`src/rtl/sram_ctrl_master.sv`:
```
// Initiator-side controller for a synchronous 16x8 SRAM: single or burst
// reads/fills taken on a valid/ready request port, read bytes returned on a backpressured port.
module sram_ctrl_master #(
  parameter int ADDR_W = 4,
  parameter int DATA_W = 8
) (
  input  logic              clk,
  input  logic              rst,
  input  logic              req_valid,
  output logic              req_ready,
  input  logic              req_we,
  input  logic [ADDR_W-1:0] req_addr,
  input  logic [ADDR_W-1:0] req_len,
  input  logic [DATA_W-1:0] req_wdata,
  output logic              rsp_valid,
  input  logic              rsp_ready,
  output logic [DATA_W-1:0] rsp_data,
  output logic [ADDR_W-1:0] rsp_addr,
  output logic              wr_done,
  output logic              busy,
  output logic              mem_cs,
  output logic              mem_rw_bar,
  output logic [ADDR_W-1:0] mem_abus,
  output logic [DATA_W-1:0] mem_wdata,
  input  logic [DATA_W-1:0] mem_rdata
);

  typedef enum logic [2:0] {IDLE, WR, RD_ISSUE, RD_CAP, RSP} state_t;

  state_t            state;
  logic [ADDR_W-1:0] cnt;

  // mem_abus doubles as the burst address register and mem_wdata as the latched fill byte,
  // so both naturally hold their last values between accesses.
  always_ff @(posedge clk) begin
    if (rst) begin
      state      <= IDLE;
      cnt        <= '0;
      req_ready  <= 1'b0;
      rsp_valid  <= 1'b0;
      rsp_data   <= '0;
      rsp_addr   <= '0;
      wr_done    <= 1'b0;
      busy       <= 1'b0;
      mem_cs     <= 1'b0;
      mem_rw_bar <= 1'b1;
      mem_abus   <= '0;
      mem_wdata  <= '0;
    end else begin
      wr_done <= 1'b0;
      unique case (state)
        IDLE: begin
          req_ready <= 1'b1;
          if (req_valid && req_ready) begin
            req_ready <= 1'b0;
            busy      <= 1'b1;
            cnt       <= req_len;
            mem_cs    <= 1'b1;
            mem_abus  <= req_addr;
            if (req_we) begin
              state      <= WR;
              mem_rw_bar <= 1'b0;
              mem_wdata  <= req_wdata;
            end else begin
              state      <= RD_ISSUE;
              mem_rw_bar <= 1'b1;
            end
          end
        end
        WR: begin
          if (cnt == '0) begin
            state      <= IDLE;
            mem_cs     <= 1'b0;
            mem_rw_bar <= 1'b1;
            wr_done    <= 1'b1;
            busy       <= 1'b0;
            req_ready  <= 1'b1;
          end else begin
            cnt      <= cnt - 1'b1;
            mem_abus <= mem_abus + 1'b1;
          end
        end
        RD_ISSUE: begin
          state  <= RD_CAP;
          mem_cs <= 1'b0;
        end
        // The SRAM registered its read data at the end of RD_ISSUE; it is valid now.
        RD_CAP: begin
          state     <= RSP;
          rsp_valid <= 1'b1;
          rsp_data  <= mem_rdata;
          rsp_addr  <= mem_abus;
        end
        RSP: begin
          if (rsp_ready) begin
            rsp_valid <= 1'b0;
            if (cnt == '0) begin
              state     <= IDLE;
              busy      <= 1'b0;
              req_ready <= 1'b1;
            end else begin
              state    <= RD_ISSUE;
              cnt      <= cnt - 1'b1;
              mem_abus <= mem_abus + 1'b1;
              mem_cs   <= 1'b1;
            end
          end
        end
        default: state <= IDLE;
      endcase
    end
  end

endmodule

```
`config.mk`:
```
export PLATFORM = sky130hd
export DESIGN_NAME = sram_ctrl_master
export DESIGN_NICKNAME = d
export VERILOG_FILES = /design/src/rtl/sram_ctrl_master.sv
export SDC_FILE = /design/constraint.sdc
export NUM_CORES = 1
export LEC_CHECK = 0
export CAP_MARGIN = 10
export CORE_AREA = 5 5 76 78
export DETAILED_ROUTE_END_ITERATION = 10
export DIE_AREA = 0 0 81 83
export GPL_TIMING_DRIVEN = 0
export PLACE_DENSITY = 0.72
export SLEW_MARGIN = 40
export SYNTH_ARGS = -nofsm -noshare
export SYNTH_HDL_FRONTEND = slang
export SYNTH_SLANG_ARGS = --single-unit
```
`constraint.sdc`:
```
create_clock -name clk -period 2.3 [get_ports clk]
set_input_delay 0.575 -clock clk [delete_from_list [all_inputs] [get_ports clk]]
set_output_delay 0.575 -clock clk [all_outputs]
set_load 0.01 [all_outputs]
```
congestion.png
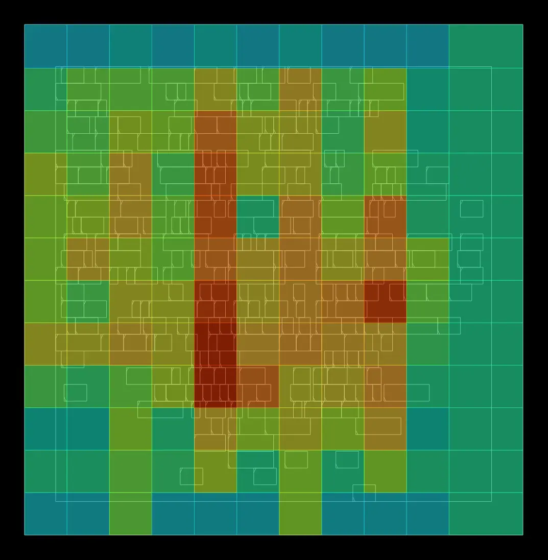
Most Used Layer, Global Route: met2
final routed wire length divided by cell count: 14.4 microns
Post-Route Utilization: 0.486
met3 GRT Util: 0.0703
overall fraction of global-route tracks in use: 0.149

logic_types.png
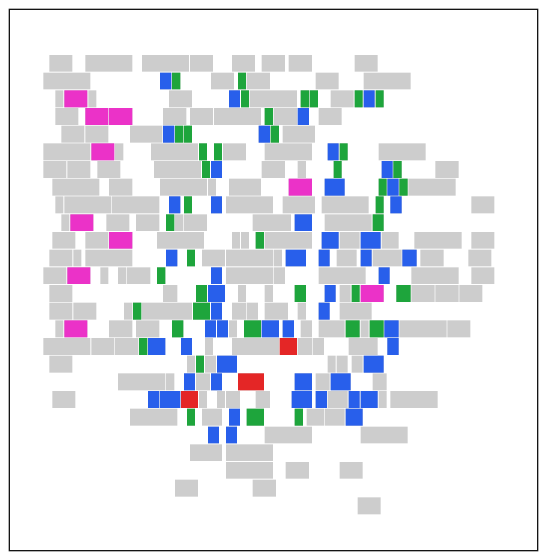
Magenta is multiplexers, cells 10. Blue is inverting AOI/OAI gates, cells 52. Red is AND-OR and OR-AND gates, cells 3. Green is NAND gates, cells 41.
final non-filler cell total: 333
multi-input combinational area share: 0.355
Commonest Layout Cell: clkdlybuf4s50_1

==> run_summary.xml <==
<?xml version="1.0" encoding="UTF-8"?>
<metrics>
  <group name="floorplanning">
    <metric name="core_area" unit="sq um">5010</metric>
    <metric name="tap_cells" unit="">70</metric>
  </group>
  <group name="power">
    <metric name="total_switching_power" unit="uW">496</metric>
    <metric name="seq_power" unit="uW">724</metric>
    <metric name="pg_comb" unit="uW">403</metric>
    <metric name="total_leakage_power" unit="uW">0.000830</metric>
  </group>
  <group name="critical_path">
    <metric name="start_kind" unit="">input port</metric>
    <metric name="critical_path_buf_inv_count" unit="">1</metric>
    <metric name="worst-path-stages" unit="">5</metric>
    <metric name="worst-endpoint-required" unit="ns">2.50</metric>
  </group>
  <group name="yosys">
    <metric name="synthAoiAreaFrac" unit="">0.202</metric>
    <metric name="synthDistinctLibCells" unit="">41</metric>
    <metric name="postSynthRegisterBits" unit="">37</metric>
    <metric name="topCombFamilyByArea" unit="">simple AND/OR/NAND/NOR gates</metric>
  </group>
  <group name="status">
    <metric name="status" unit="">completed</metric>
  </group>
  <group name="detailed_routing">
    <metric name="top_layer_used" unit="">met4</metric>
    <metric name="vias_per_cell" unit="">5.10</metric>
  </group>
  <group name="min_path">
    <metric name="holdCritPathClass" unit="">reg -&gt; reg</metric>
  </group>
  <group name="cells_and_area">
    <metric name="signal_buffers_share_of_area" unit="">0.255</metric>
  </group>
  <group name="clock_tree">
    <metric name="tritoncts" unit="">built</metric>
  </group>
</metrics>
sizes.png
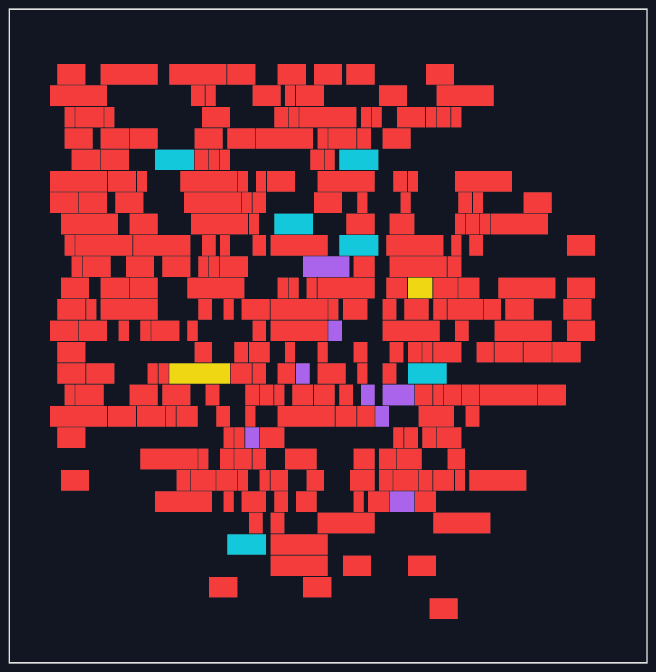
Cyan is _6 and larger, cells 6, share 2.3%. Yellow is _3 and _4 cells, cells 2, share 0.76%. Red is _0 and _1 cells, cells 247, share 94%. Purple is _2 cells, cells 8, share 3.0%.

wires.png
Only two layers are drawn.
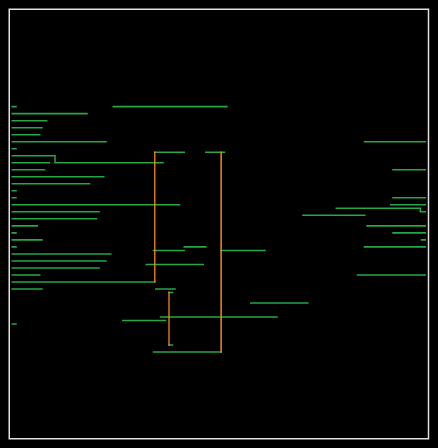
Green is metal 3, wire length 525 microns. Orange is metal 4, wire length 74.1 microns.
via count: 1699
detailed-route wire length: 4790 microns

## synth_stat cells (all sizes together), types with 2 or more instances
master	number	area share
nor4	4	0.024
o32ai	2	0.010
a211oi	5	0.022
nand4	3	0.011
ha	2	0.015
nor4b	2	0.010
nand3b	3	0.013
clkbuf	5	0.011
a21oi	25	0.074
buf	7	0.019
inv	7	0.016
maj3	2	0.013
dfxtp	37	0.44
o21ai	9	0.027
nor2	13	0.029
nand3	4	0.012
mux2i	10	0.060
a31oi	2	0.0074
and3	2	0.0074
o311ai	2	0.010
nand2	31	0.069
o31ai	3	0.013
nor3	3	0.0089
## flip-flops by register name, indices dropped and copies added, names as in the netlist
register,cells
busy,1
cnt,4
mem_abus,4
mem_cs,1
mem_rw_bar,1
mem_wdata,8
req_ready,1
rsp_addr,4
rsp_data,8
rsp_valid,1
state,3
wr_done,1
No activity file was given, so power comes from the tool's default toggle rates.
